**src/rtl/ssd_pkg.sv**
```systemverilog
// Shared types and active-low segment patterns for the seven-segment driver.
// Segment bit order is {g,f,e,d,c,b,a}; a 0 lights the segment.
package ssd_pkg;

    typedef logic [6:0] seg_t;
    typedef logic [3:0] nibble_t;

    // A slot starts with one dark guard cycle, then drives the anode.
    typedef enum logic {
        ST_GUARD = 1'b0,
        ST_DRIVE = 1'b1
    } slot_state_t;

    localparam seg_t SEG_0     = 7'b1000000;
    localparam seg_t SEG_1     = 7'b1111001;
    localparam seg_t SEG_2     = 7'b0100100;
    localparam seg_t SEG_3     = 7'b0110000;
    localparam seg_t SEG_4     = 7'b0011001;
    localparam seg_t SEG_5     = 7'b0010010;
    localparam seg_t SEG_6     = 7'b0000010;
    localparam seg_t SEG_7     = 7'b1111000;
    localparam seg_t SEG_8     = 7'b0000000;
    localparam seg_t SEG_9     = 7'b0010000;
    localparam seg_t SEG_A     = 7'b0001000;
    localparam seg_t SEG_B     = 7'b0000011;
    localparam seg_t SEG_C     = 7'b1000110;
    localparam seg_t SEG_D     = 7'b0100001;
    localparam seg_t SEG_E     = 7'b0000110;
    localparam seg_t SEG_F     = 7'b0001110;
    localparam seg_t SEG_BLANK = 7'h7F;

endpackage

```
**src/rtl/ssd_decode.sv**
```systemverilog
// Combinational nibble-to-segment decoder. Letters A-F only appear in hex
// mode; a suppressed digit is always dark.
module ssd_decode
    import ssd_pkg::*;
(
    input  nibble_t code,
    input  logic    hex_mode,
    input  logic    suppress,
    output seg_t    seg
);

    // Map the code to its pattern, dark when suppressed or a letter in decimal mode.
    always_comb begin
        // NOTE: seg gets a default before the case so every path assigns it and no latch is inferred.
        seg = SEG_BLANK;
        if (!suppress) begin
            case (code)
                4'h0: seg = SEG_0;
                4'h1: seg = SEG_1;
                4'h2: seg = SEG_2;
                4'h3: seg = SEG_3;
                4'h4: seg = SEG_4;
                4'h5: seg = SEG_5;
                4'h6: seg = SEG_6;
                4'h7: seg = SEG_7;
                4'h8: seg = SEG_8;
                4'h9: seg = SEG_9;
                4'hA: seg = hex_mode ? SEG_A : SEG_BLANK;
                4'hB: seg = hex_mode ? SEG_B : SEG_BLANK;
                4'hC: seg = hex_mode ? SEG_C : SEG_BLANK;
                4'hD: seg = hex_mode ? SEG_D : SEG_BLANK;
                4'hE: seg = hex_mode ? SEG_E : SEG_BLANK;
                4'hF: seg = hex_mode ? SEG_F : SEG_BLANK;
            endcase
        end
    end

endmodule

```
**src/rtl/ssd_mux_driver.sv**
```systemverilog
// Time-multiplexed common-anode seven-segment driver. Inputs are captured
// into a shadow register on load and committed to the display register only
// when the scan wraps to digit 0, so a frame never tears. Outputs are
// registered and computed from next-state values so they line up with cnt/idx.
module ssd_mux_driver
    import ssd_pkg::*;
#(
    parameter int NUM_DIGITS  = 4,
    parameter int REFRESH_DIV = 100000
) (
    input  logic                    clk,
    input  logic                    rst_n,
    input  logic [4*NUM_DIGITS-1:0] digits_in,
    input  logic [NUM_DIGITS-1:0]   dp_in,
    input  logic [NUM_DIGITS-1:0]   blank_in,
    input  logic                    hex_mode,
    input  logic                    lzs_en,
    input  logic                    load,
    output logic [NUM_DIGITS-1:0]   an_out,
    output logic [6:0]              cc_out,
    output logic                    dp_out,
    output logic                    frame_tick
);

    localparam int               CNT_W    = $clog2(REFRESH_DIV);
    localparam int               IDX_W    = (NUM_DIGITS > 1) ? $clog2(NUM_DIGITS) : 1;
    localparam logic [CNT_W-1:0] CNT_LAST = CNT_W'(REFRESH_DIV - 1);
    localparam logic [IDX_W-1:0] IDX_LAST = IDX_W'(NUM_DIGITS - 1);

    logic [CNT_W-1:0]        cnt, cnt_nxt;
    logic [IDX_W-1:0]        idx, idx_nxt;
    slot_state_t             state, state_nxt;
    logic                    pending, pending_nxt;
    logic                    cnt_wrap, frame_wrap, commit;

    logic [4*NUM_DIGITS-1:0] sh_digits, disp_digits, disp_digits_nxt;
    logic [NUM_DIGITS-1:0]   sh_dp, disp_dp, disp_dp_nxt;
    logic [NUM_DIGITS-1:0]   sh_blank, disp_blank, disp_blank_nxt;
    logic                    sh_hex, disp_hex, disp_hex_nxt;
    logic                    sh_lzs, disp_lzs, disp_lzs_nxt;

    logic [NUM_DIGITS-1:0]   lz_supp;
    logic                    lz_run, zero_like;
    logic [NUM_DIGITS-1:0]   an_nxt;
    nibble_t                 sel_code;
    logic                    sel_dp, sel_blank, sel_suppress;
    seg_t                    sel_seg;

    // Slot counter, digit index and commit/pending bookkeeping.
    always_comb begin
        cnt_wrap    = (cnt == CNT_LAST);
        frame_wrap  = cnt_wrap && (idx == IDX_LAST);
        commit      = frame_wrap && pending;
        cnt_nxt     = cnt_wrap ? '0 : cnt + 1'b1;
        idx_nxt     = idx;
        if (cnt_wrap) begin
            idx_nxt = (idx == IDX_LAST) ? '0 : idx + 1'b1;
        end
        // A load on the commit edge re-arms pending for the following frame.
        pending_nxt = load || (pending && !commit);
    end

    // Slot FSM: one guard cycle, then drive until the slot counter wraps.
    always_comb begin
        state_nxt = state;
        case (state)
            ST_GUARD: state_nxt = ST_DRIVE;
            ST_DRIVE: if (cnt_wrap) state_nxt = ST_GUARD;
            default:  state_nxt = ST_GUARD;
        endcase
    end

    // Display register contents as they will be after this edge.
    always_comb begin
        disp_digits_nxt = commit ? sh_digits : disp_digits;
        disp_dp_nxt     = commit ? sh_dp     : disp_dp;
        disp_blank_nxt  = commit ? sh_blank  : disp_blank;
        disp_hex_nxt    = commit ? sh_hex    : disp_hex;
        disp_lzs_nxt    = commit ? sh_lzs    : disp_lzs;
    end

    // Leading-zero suppression from the top digit down; digit 0 always shows.
    always_comb begin
        lz_run    = disp_lzs_nxt;
        zero_like = 1'b0;
        lz_supp   = '0;
        for (int i = NUM_DIGITS - 1; i >= 0; i--) begin
            zero_like  = disp_blank_nxt[i] ||
                         ((disp_digits_nxt[4*i +: 4] == 4'h0) && !disp_dp_nxt[i]);
            lz_run     = lz_run && zero_like;
            lz_supp[i] = lz_run && (i != 0);
        end
    end

    // Select the digit for the upcoming cycle and build the anode pattern.
    always_comb begin
        sel_code     = disp_digits_nxt[4*int'(idx_nxt) +: 4];
        sel_dp       = disp_dp_nxt[idx_nxt];
        sel_blank    = disp_blank_nxt[idx_nxt];
        sel_suppress = sel_blank || lz_supp[idx_nxt];
        an_nxt       = '1;
        for (int i = 0; i < NUM_DIGITS; i++) begin
            an_nxt[i] = !((state_nxt == ST_DRIVE) && (idx_nxt == IDX_W'(i)));
        end
    end

    ssd_decode u_decode (
        .code     (sel_code),
        .hex_mode (disp_hex_nxt),
        .suppress (sel_suppress),
        .seg      (sel_seg)
    );

    // Scan state, shadow capture and frame-boundary commit.
    always_ff @(posedge clk or negedge rst_n) begin
        if (!rst_n) begin
            cnt         <= '0;
            idx         <= '0;
            state       <= ST_GUARD;
            pending     <= 1'b0;
            // NOTE: shadow and display registers are reset with every digit blanked so the panel stays dark until the first commit.
            sh_digits   <= '0;
            sh_dp       <= '0;
            sh_blank    <= '1;
            sh_hex      <= 1'b0;
            sh_lzs      <= 1'b0;
            disp_digits <= '0;
            disp_dp     <= '0;
            disp_blank  <= '1;
            disp_hex    <= 1'b0;
            disp_lzs    <= 1'b0;
        end else begin
            // NOTE: non-blocking assignments here so every register samples pre-edge values.
            cnt         <= cnt_nxt;
            idx         <= idx_nxt;
            state       <= state_nxt;
            pending     <= pending_nxt;
            disp_digits <= disp_digits_nxt;
            disp_dp     <= disp_dp_nxt;
            disp_blank  <= disp_blank_nxt;
            disp_hex    <= disp_hex_nxt;
            disp_lzs    <= disp_lzs_nxt;
            if (load) begin
                sh_digits <= digits_in;
                sh_dp     <= dp_in;
                sh_blank  <= blank_in;
                sh_hex    <= hex_mode;
                sh_lzs    <= lzs_en;
            end
        end
    end

    // Registered pin drivers; a blank_in digit keeps its decimal point dark.
    always_ff @(posedge clk or negedge rst_n) begin
        if (!rst_n) begin
            an_out     <= '1;
            cc_out     <= SEG_BLANK;
            dp_out     <= 1'b1;
            frame_tick <= 1'b0;
        end else begin
            an_out     <= an_nxt;
            cc_out     <= sel_seg;
            dp_out     <= !(sel_dp && !sel_blank);
            frame_tick <= frame_wrap;
        end
    end

endmodule

```
**config.mk**
```make
export PLATFORM = sky130hd
export DESIGN_NAME = ssd_mux_driver
export DESIGN_NICKNAME = d
export VERILOG_FILES = /design/src/rtl/ssd_pkg.sv /design/src/rtl/ssd_decode.sv /design/src/rtl/ssd_mux_driver.sv
export SDC_FILE = /design/constraint.sdc
export NUM_CORES = 1
export LEC_CHECK = 0
export CORE_AREA = 2 2 91 93
export DETAILED_ROUTE_END_ITERATION = 7
export DIE_AREA = 0 0 93 95
export HOLD_SLACK_MARGIN = 0.03
export PLACE_DENSITY = 0.75
export RECOVER_POWER = 100
export SYNTH_ARGS = -nofsm -noshare
export SYNTH_HDL_FRONTEND = slang
export SYNTH_SLANG_ARGS = --single-unit
```
**constraint.sdc**
```tcl
create_clock -name clk -period 2.9 [get_ports clk]
set_clock_uncertainty 0.2 [all_clocks]
set_input_delay 0.58 -clock clk [delete_from_list [all_inputs] [get_ports clk]]
set_output_delay 0.58 -clock clk [all_outputs]
set_load 0.01 [all_outputs]
```
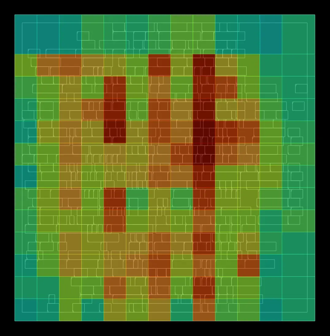
**Above:** run 1 (routing congestion).
routed length per instance: 16.0 um
M1 GR Usage: 0.281
GRT Max-Usage Layer: met2
met2 Use GR: 0.342
met3 Use GR: 0.0415

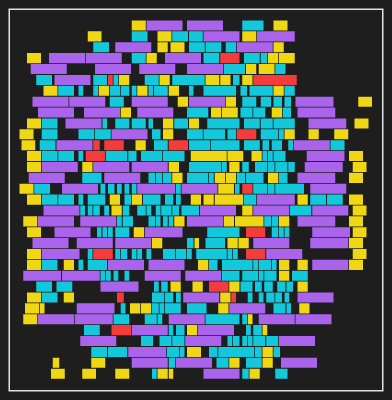
**Above:** run 1 (cell classes on the final placement).
Scale: 4 px per um.
Yellow marks other buffers and delay cells, cells 122, share of their area 20%. Purple marks flip-flops, cells 86, share of their area 41%. Cyan marks all other logic, cells 235, share of their area 36%. Red marks clock drivers and dummy loads, cells 16, share of their area 3.6%.

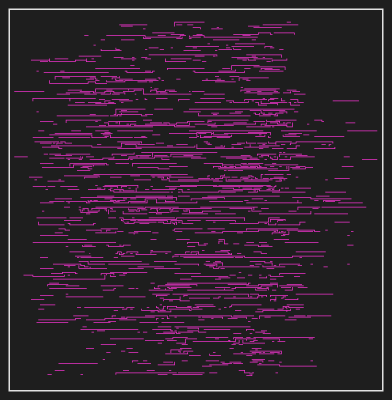
**Above:** run 1 (met1 routing).
Scale: 4 px per um.
The layer holds 44% of the routed length. The wires run mostly horizontal.

==> results.yml, run 1 <==
# flow metrics
cells_and_area:
  stdcell_count: 564
  bufAreaShareNonClock: 0.194
  comb_area_share: 0.337
  comb_cells: 220
  num_antenna_cells: 0
  nets: 485
  dominant_cells: "flip-flops and latches"
  sh_seq_area: 0.398
  reg_top3: "cnt: 17 flops, disp_digits: 16 flops, sh_digits: 16 flops"
  n_clock_buffer: 12
  final_cell_mix: "66 x dfrtp_1, 66 x buf_4, 41 x nand2_1, 38 x clkdlybuf4s50_1, 29 x mux2_2"
logic_synthesis:
  yosysWarnings: 0
  synthDominantCellAreaShare: 0.418
  synth.logic.top_family: "multiplexers"
  ys_area_sq_um: 3950
  syn-instance-count: 332
  synthMuxAreaShare: 0.177
  yosys.cell_types.count: 48
  ys_seq_frac: 0.552
  netlist_area_sq_um: 3950
  async_flop_share: 1.00
  synthAoiAreaFrac: 0.0669
  yosys_cells: 332
  ff_type: "dfrtp_1"
  top_cell: "dfrtp_1"
drt:
  first_iter_violations: 139
  top_layer_used: "met4"
  met3_length_um: 425
  met1_length_um: 3930
  drt-total-wl_um: 9010
  viasPerCell: 5.26
  route.met2.wl_um: 4480
  drc: 0
global_route:
  grt_max_degree: 45
  grt_use_total: 0.208
  grt_pass1_wl_um: 14100
  grt_pass1_vias: 2890
clock_tree:
  cts_resized: 10
  cts_hold_buf: 1
  cts_buffers: 9
timing:
  min_period_ps: 3220
  finalSetupViolations: 7
  slew_viol_final: 27
  tightest_slew_ps: 1500
  hold_viol: 0
  fin_ws_ps: -321
  fmax_mhz: 310
  grt_setup_unrepaired: "yes"
pwr:
  p_seq_frac: 0.572
  switchingPower_uw: 486
  power_clock_uw: 837
  sw_frac_of_total: 0.219
  power_leakage_uw: 0.00256
  pwr-share-comb: 0.050
setup_path:
  r2r_end: "cc_out[0]"
  crit_required_ps: 2990
  slowest_delay_ps: 430
  critPathTopFamily: "multiplexers"
  worst-path-stages: 12
  crit_path_frequent_cell: "mux2_4"
  end_kind: "flop"
  r2r-start: "cnt[12]"
  path_cells: "nor4b_4 > nand2_4 > nor4_4 > buf_4 > clkbuf_16 > mux2_4 > mux2_4 > mux2i_4 > buf_6 > o22ai_2 > a22o_1 > o21ai_1"
  setup.worst_path.class: "reg2reg"
  endpoint: "cc_out[0]"
placed_design:
  place_ws_ps: -252
  numPlacedInstances: 528
  placed_cell_area_sq_um: 4970
job:
  cap_violations: 1
  warnings: 29
outcome:
  failed_checks: "capacitance limit, slew limit, setup timing"
  status: "finished with violations"
worst_hold_path:
  hp-class: "reg2reg"
  whs_path_depth: 2
floorplan:
  num_rows: 33
  design.die.area_sq_um: 8840
**Run 1: zoomed window**

Region (11, 59) to (36, 84) um. Cells in gray, sequential cells in the stronger gray; small squares are vias.
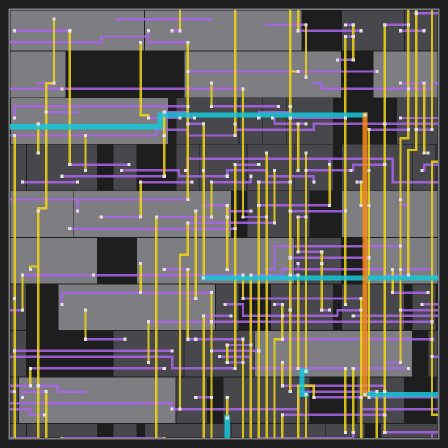

## Run 2: what changed since run 1
SETUP_SLACK_MARGIN = 0.1   (was unset)
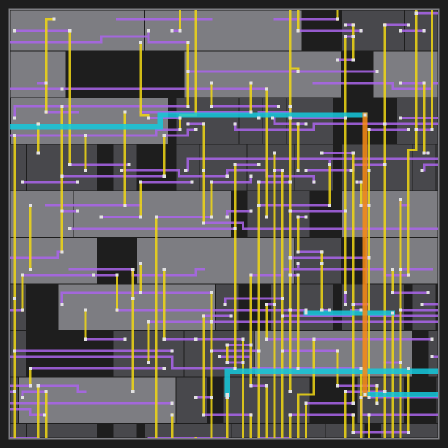
**Above:** run 2 (zoomed window).
Region (11, 59) to (36, 84) um. Cells in gray, sequential cells in the stronger gray; small squares are vias.
Yellow marks met2. Cyan marks met3. Orange marks met4. Purple marks met1.
Netlist names of flops here include `disp_digits` (6), `sh_digits` (5). Most frequent: dfrtp_1 (11), inv_1 (7). Sequential cells in the window: 11. 38 logic cells have their middle in the window.

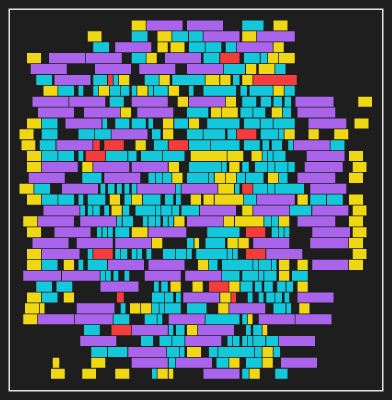
**Above:** run 2 (cell classes on the final placement).
Scale: 4 px per um.
Final Core Density: 0.691
row cnt: 33
Core ar.: 7930 sq um
final instance area: 5480 sq um
Seq area share: 0.398

==> run 2 against run 1 <==
Compared with the run above: the flow still finishes with violations (capacitance limit, slew limit, setup timing); combinational power about the same; non-clock buffer count unchanged; sequential share of layout area decreased by 0.082 points; flip-flop count unchanged; register-to-register slack about the same; final area increased by 0.21%; synthesized cell count unchanged; clock power decreased by 1%; routed wire length increased by 0.17%; critical path depth unchanged; final cell count unchanged; total power decreased by 0.38%.
==> results.yml, run 2 <==
# flow metrics
drt:
  first_iter_violations: 162
  met3_length_um: 391
  drt.antenna.violating_nets: 0
  drt-total-wl_um: 9020
  met1_length_um: 3960
  drt-wirelength-per-cell_um: 16.0
  via_count: 2990
  viasPerCell: 5.30
  route.met2.wl_um: 4480
  top_layer_used: "met4"
  drc: 0
logic_synthesis:
  top_cell: "dfrtp_1"
  async_flop_share: 1.00
  yosys.cell_types.count: 48
  ys_seq_frac: 0.552
  yosys-top-cells-count: "66 x dfrtp_1, 42 x nand2_1, 34 x mux2_2, 20 x dfstp_2, 19 x mux2i_1"
  syn-num-nets: 363
  synthDominantCellAreaShare: 0.418
  ys_sh_xor: 0.0333
  synth.logic.top_family: "multiplexers"
  netlist_area_sq_um: 3950
  yosysWarnings: 0
  synthMuxAreaShare: 0.177
  ff_type: "dfrtp_1"
  ys_area_sq_um: 3950
  yosys.area.top_type: "dfrtp_1"
  yosys_cells: 332
  synthAoiAreaFrac: 0.0669
  syn-instance-count: 332
cells_and_area:
  nets: 485
  drive_gt1_frac: 0.405
  num_antenna_cells: 0
  largest_register_ffs: 17
  reg_top3: "cnt: 17 flops, disp_digits: 16 flops, sh_digits: 16 flops"
  stdcell_count: 564
  area.combinational_sq_um: 1850
  comb_area_share: 0.338
  dominant_cells: "flip-flops and latches"
  n_clock_buffer: 12
  comb_cells: 220
  clock_area_frac: 0.0352
  final_cell_mix: "66 x dfrtp_1, 65 x buf_4, 41 x nand2_1, 38 x clkdlybuf4s50_1, 29 x mux2_2"
  bufAreaShareNonClock: 0.194
clock_tree:
  htreeDepth: 3
  cts_hold_buf: 1
  root_buffer: "clkbuf_8"
  cts_resized: 10
  cts_buffers: 9
  cts.sinks: 86
  clock_latency_ps: 360
floorplan:
  fp_util: 0.498
  ios: 42
  design.die.area_sq_um: 8840
  n_tap_cell: 105
worst_hold_path:
  hp-class: "reg2reg"
  hold_path_end: "disp_lzs"
  whs_path_depth: 2
global_route:
  grt_util_met2: 0.342
  gr-usage-met1: 0.281
  grt_pass1_wl_um: 14100
  grt_max_degree: 45
  grt_pass1_vias: 2890
  busiest_layer: "met2"
  antenna_found_initial: 0
  grtUsageMet3: 0.0415
  grt_use_total: 0.208
job:
  warnings: 29
  cap_violations: 1
setup_path:
  r2r_cells: 12
  worst-path-stages: 12
  cp_max_fo: 7
  crit_required_ps: 2980
  path_cells: "nor4b_4 > nand2_4 > nor4_4 > buf_4 > clkbuf_16 > mux2_4 > mux2_4 > mux2i_4 > buf_6 > o22ai_2 > a22o_1 > o21ai_1"
  setup.worst_path.class: "reg2reg"
  r2r_end: "cc_out[0]"
  rrSetupSlack_ps: -320
  end_kind: "flop"
  r2r-start: "cnt[12]"
  crit_path_frequent_cell: "mux2_4"
  slowest_delay_ps: 430
  endpoint: "cc_out[0]"
  critPathTopFamily: "multiplexers"
timing:
  final.setup.tns_ps: -1680
  slew_viol_final: 28
  relSlewSlack: -0.00826
  finalSetupViolations: 7
  grt_setup_unrepaired: "yes"
  fin_ws_ps: -319
  fmax_mhz: 311
  hold_viol: 0
  fin_crit_sh: 1.11
  min_period_ps: 3220
  tightest_slew_ps: 1510
pwr:
  power_clock_uw: 829
  pwr-share-comb: 0.050
  switchingPower_uw: 477
  p_total_uw: 2200
  sw_frac_of_total: 0.217
  power_leakage_uw: 0.00257
  p_seq_frac: 0.574
outcome:
  failed_checks: "capacitance limit, slew limit, setup timing"
  status: "finished with violations"
placed_design:
  placed_cell_area_sq_um: 4970
  numPlacedInstances: 528
  io_buffers: 41
  place_ws_ps: -252
Power and IR drop assume default switching activity.
